run_1/closeup.png
Window x 7 to 57, y 72 to 122 um. Cells in gray, sequential cells in the stronger gray; small squares are vias.
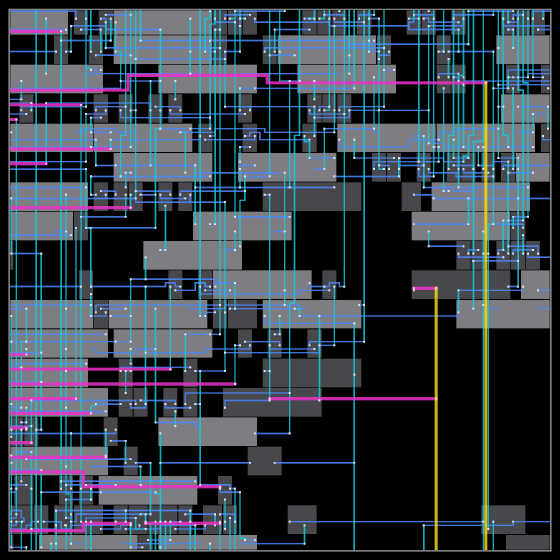
run_1/floorplan.png
Pins as bars on the die edge.
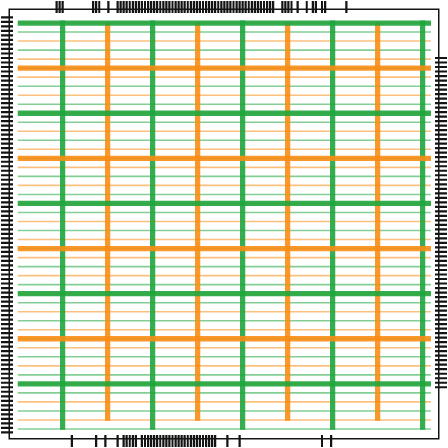
run_1/gates.png
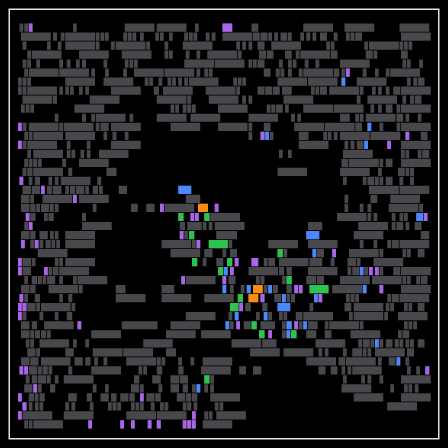
run_1/clock_nets.png
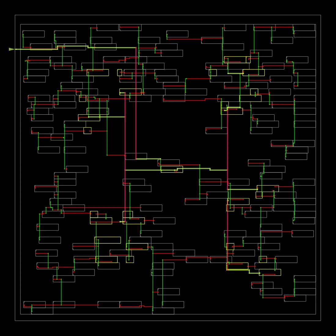
Design mem_arbiter, sky130hd; sources not shown.
==> run summary, run 1 <==
run metrics: initial antenna violation count 0, Critical path buffers and inverters 1, vias per cell 5.09, CTS Hold Bufs 0, Synth Cell Area between 7000 and 8000 um2, met3 WL 1.65 mm, wire length on met1 7.16 mm, number of port buffers 0, vias in the first global route 4988, Mapped Nets between 900 and 1000, Yosys Instances 843, Worst Tran Pin Value 0.963 ns, dpl cell area 6970 um2, synthesized instance count around 840, Finished Cell Area 7540 um2, register share after synthesis between 50% and 60%, clock slew at reported path FFs approximately 0.070 ns, Nets 961, # rows 45, Async SR Flop Fraction 100%, YS chip area 7040 um2, final hold violation count 0, post-route ant nets 0, Worst path most repeated cell nand2_1, r2r setup slk 1.75 ns, placed insts between 1000 and 1500, CP startpoint kind register, busiest grt layer met2, post-CTS repair timing setup buffer count 0, cells along the critical path inv_1 > nand2_1 > a21oi_4 > nand2_2 > nor2_4 > nand2_1 > nand2_1, Final setup viols 0, largest net degree at the start of global routing 103, Post-route DRC 0, status finished, final reports clean, Worst Setup End Kind register, Min Clock Period, post-route between 3 and 4 ns, filler instances 1475, CTS max path bufs 2, critical path's largest stage delay 0.75 ns, hold crit path type in2async, Antenna Cells 0, vias 5305, crit path max-delay cell type nor2_4, Synth Flop Type dfrtp_1, biggest area cells dfrtp_1 53%, nand2_1 21%, buf_6 3.7%, nand3b_1 3.6%, inv_1 3.2%, setup repair after global routing missed its margin false, Slew HR between 30% and 40%, Setup Slack @ Placement between 1.5 and 2 ns, Routed WL approximately 17 mm, root buf cell clkbuf_16, hpwl dp around 12 mm, PnR worst setup slack 1.75 ns, Stages on worst setup path 7, Final Max Slew Viols 0, clk_lat worst skew 0.42 ns, EDFF count, synth 0, routability congestion estimate 0.793, fin crit share 66.2%, Core Box Area approximately 15000 um2, final core occ between 40% and 50%, kind of critical path reg2reg, Top Layout Cells 387 x nand2_1, 149 x dfrtp_1, 59 x inv_1, 41 x nand3_1, 34 x nand3b_1, Flops after synth 149, M2 GR Usage between 30% and 40%, top cells by count 387 x nand2_1, 149 x dfrtp_1, 60 x inv_1, drt wl/cell 16.5 um, post-CTS resize count 0, gr ovfl total 0, post-route setup TNS 0 ns, initial DRC count 299, met2 WL 8.16 mm, R2R cell count 7, count leader, synth nand2_1, routing usage on met1 25.3%
-- closeup.png (at the start) --
M4: in yellow. M2: in cyan. M3: in magenta. M1: in blue.
135 logic cells have their middle in the window. Sequential cells in the window: 34. Most frequent: nand2_1 (82), dfrtp_1 (34).

-- floorplan.png (at the start) --
VDD: in orange. VSS: in green.
9 straps on met5. 46 met1 rails follow the rows. 9 straps on met4. 275 signal pins sit on the boundary.
Chip Height: 129 um
Chip Width: 129 um

-- gates.png (at the start) --
nor cells: in blue, cells 26. aoi and oai cells: in green, cells 16. xor and xnor cells: in orange, cells 3. inv cells: in purple, cells 64, where all over the die.
Finished Layout Cells: 1043
multi-input gate share of total cell area: 35.7%

-- clock_nets.png (at the start) --
Num CTS Buffers: 17
Sink Count: 149
clk_skew: 0.00843 ns
CLK BUF: 17

[run 1: layout make-up]
class	instances	area, um2	area share (%)
clock buffer	17	425	5.65
clock inverter	15	145	1.93
inverter	64	248	3.29
multi-input combinational	582	2690	35.7
sequential	149	3730	49.5
tap	211	264	3.50
timing repair buffer	5	37.5	0.498
[run 1: worst register-to-register path, cell delays in order (launching register included)]
cell     delay [ns]
dfrtp_1        0.74
inv_1          0.15
nand2_1        0.14
a21oi_4        0.69
nand2_2        0.66
nor2_4         0.75
nand2_1        0.15
nand2_1        0.09
[run 1: cells by family after synthesis]
group | share of synthesized area (%)
and+or+nand+nor | 35.5
DFF | 53.0
buffers and inverters | 8.82
AOI/OAI and AO/OA | 1.62
adders and majority gates | 0.711
xor gates and xnor gates | 0.373
run_1/ff_map.png
Other sequential cells in the stronger gray, the rest of the logic in the fainter gray.
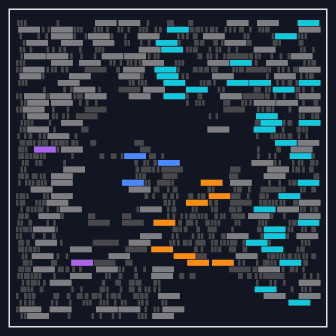

==> run 2: changes to the inputs <==
Settings changed: PLACE_DENSITY 0.68 to 0.7.
Clock period 5.17 ns to 3 ns, I/O delays scaled along.
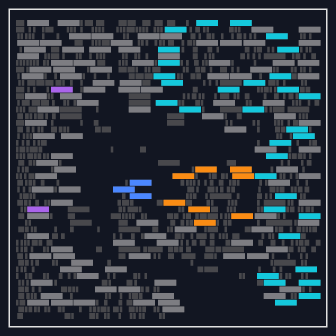
run_2/ff_map.png
Other sequential cells in the stronger gray, the rest of the logic in the fainter gray.
`m_access_size`: in purple, placed flops 2. `tmo_q`: in orange, placed flops 8. `d_rdata`: in cyan, placed flops 32. `u_arb_select.starve_cnt_q`: in blue, placed flops 3.
Another 104 sequential cells are not colored.
FF+latch area: 3730 um2
fraction of area in registers: 46.7%

==> run 2 against run 1 <==
Wire length is 6.3% higher. Sequential cell count is the same. Largest cell class unchanged. Critical path type unchanged. First-iteration DRC count up 0.33%. Maximum frequency is 59% higher.
==> run summary, run 2 <==
run metrics: register share after synthesis 53.0% (unchanged), r2r setup slk 0.84 ns (was 1.75 ns), status finished, final reports clean (unchanged), YS chip area 7040 um2 (unchanged), M2 GR Usage 36.6% (was 33.2%), Flops after synth 149 (unchanged), clk_lat worst skew 0.42 ns (about the same), Yosys Instances 843 (unchanged), Main logic family simple AND/OR/NAND/NOR gates (unchanged), Worst Tran Pin Value 0.974 ns (was 0.963 ns), post-route setup TNS 0 ns (unchanged), Stages on worst setup path 9 (was 7), kind of critical path reg2reg (unchanged), Slew HR 35.0% (was 35.8%), setup repair after global routing missed its margin false (unchanged), initial DRC count 300 (was 299), Post-Synth XOR/XNOR Area 0.373% (unchanged), Post-Synth Adder-Cell Area 0.711% (unchanged), Critical path buffers and inverters 2 (was 1), PnR worst setup slack 0.844 ns (was 1.75 ns), hpwl dp 12.2 mm (was 11.7 mm), clock slew at reported path FFs 0.07 ns (about the same), mux frac, synth 0% (unchanged), post-CTS repair timing setup buffer count 0 (unchanged), Synth Flop Type dfrtp_1 (unchanged), dpl cell area 7060 um2 (was 6970 um2), Async SR Flop Fraction 100% (unchanged), largest net degree at the start of global routing 64 (was 103), vias 5543 (was 5305), aoi share 1.62% (unchanged), cells along the critical path inv_1 > ha_1 > nand2_1 > inv_1 > nand3_4 > nand2_2 > nor2_4 > nand2_1 > nand2_1 (was inv_1 > nand2_1 > a21oi_4 > nand2_2 > nor2_4 > nand2_1 > nand2_1), Routed WL 18.3 mm (was 17.2 mm), vias in the first global route 5469 (was 4988), Chip Height 129 um (unchanged), Synth Cell Area 7040 um2 (unchanged), CTS Hold Bufs 33 (was 0), CP startpoint kind register (unchanged), Top Layout Cells 387 x nand2_1, 149 x dfrtp_1, 59 x inv_1, 41 x nand3_1, 34 x nand3b_1 (unchanged), hold crit path type in2reg (was in2async), met3 WL 1.99 mm (was 1.65 mm), wire length on met1 7.29 mm (was 7.16 mm), vias per cell 5.10 (was 5.09), busiest grt layer met2 (unchanged), simple share 35.5% (unchanged), R2R cell count 9 (was 7), Min Clock Period, post-route 2.16 ns (was 3.42 ns), Mapped Nets 985 (unchanged), CTS max path bufs 2 (unchanged), Finished Cell Area 7980 um2 (was 7540 um2), Post-route DRC 0 (unchanged), biggest area cells dfrtp_1 53%, nand2_1 21%, buf_6 3.7%, nand3b_1 3.6%, inv_1 3.2% (unchanged), routability congestion estimate 0.848 (was 0.793), met2 WL 8.91 mm (was 8.16 mm), clk_skew 0.00868 ns (was 0.00843 ns), critical path's largest stage delay 0.59 ns (was 0.75 ns), top cells by count 387 x nand2_1, 149 x dfrtp_1, 60 x inv_1 (unchanged), crit path max-delay cell type nor2_4 (unchanged), Num CTS Buffers 17 (unchanged), final hold violation count 0 (unchanged), drt wl/cell 16.9 um (was 16.5 um), Final Max Slew Viols 0 (unchanged)
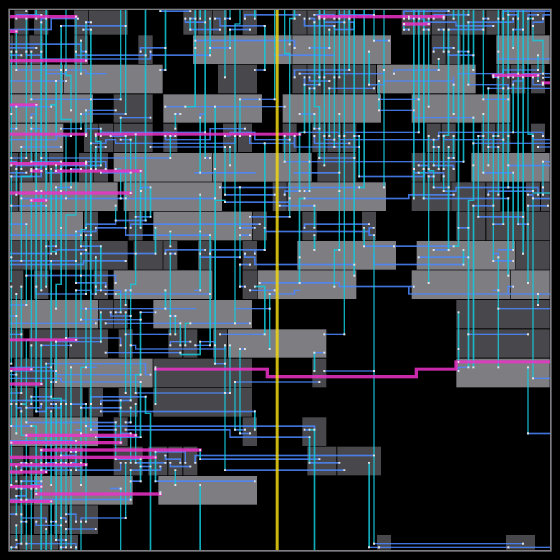
run_2/closeup.png
Window x 7 to 57, y 72 to 122 um. Cells in gray, sequential cells in the stronger gray; small squares are vias.
M1: in blue. M2: in cyan. M4: in yellow. M3: in magenta.
162 logic cells have their middle in the window. Most frequent: nand2_1 (91), dfrtp_1 (32), dlygate4sd3_1 (18). Sequential cells in the window: 32.

-- run 2: per-stage QoR --
stage / hold slack, ns / cells / utilization, %
after global routing: 0.0532 / 1086 / 52.3
after CTS: 0.0367 / 1086 / 52.3
after global placement: 0.292 / 1021 / 46.3
final: 0.0542 / 1087 / 52.3
after floorplan: 0.410 / 843 / -
after detailed placement: 0.293 / 1021 / 46.3
-- run 2: layout make-up --
class / count / area (um2)
inverters: 64 / 246
clock buffers: 18 / 439
well taps: 211 / 264
repair buffers: 48 / 468
flip-flops and latches: 149 / 3730
diodes: 1 / 2.50
fillers: 1432 / 7280
multi-input cells: 582 / 2690
clock inverters: 14 / 141
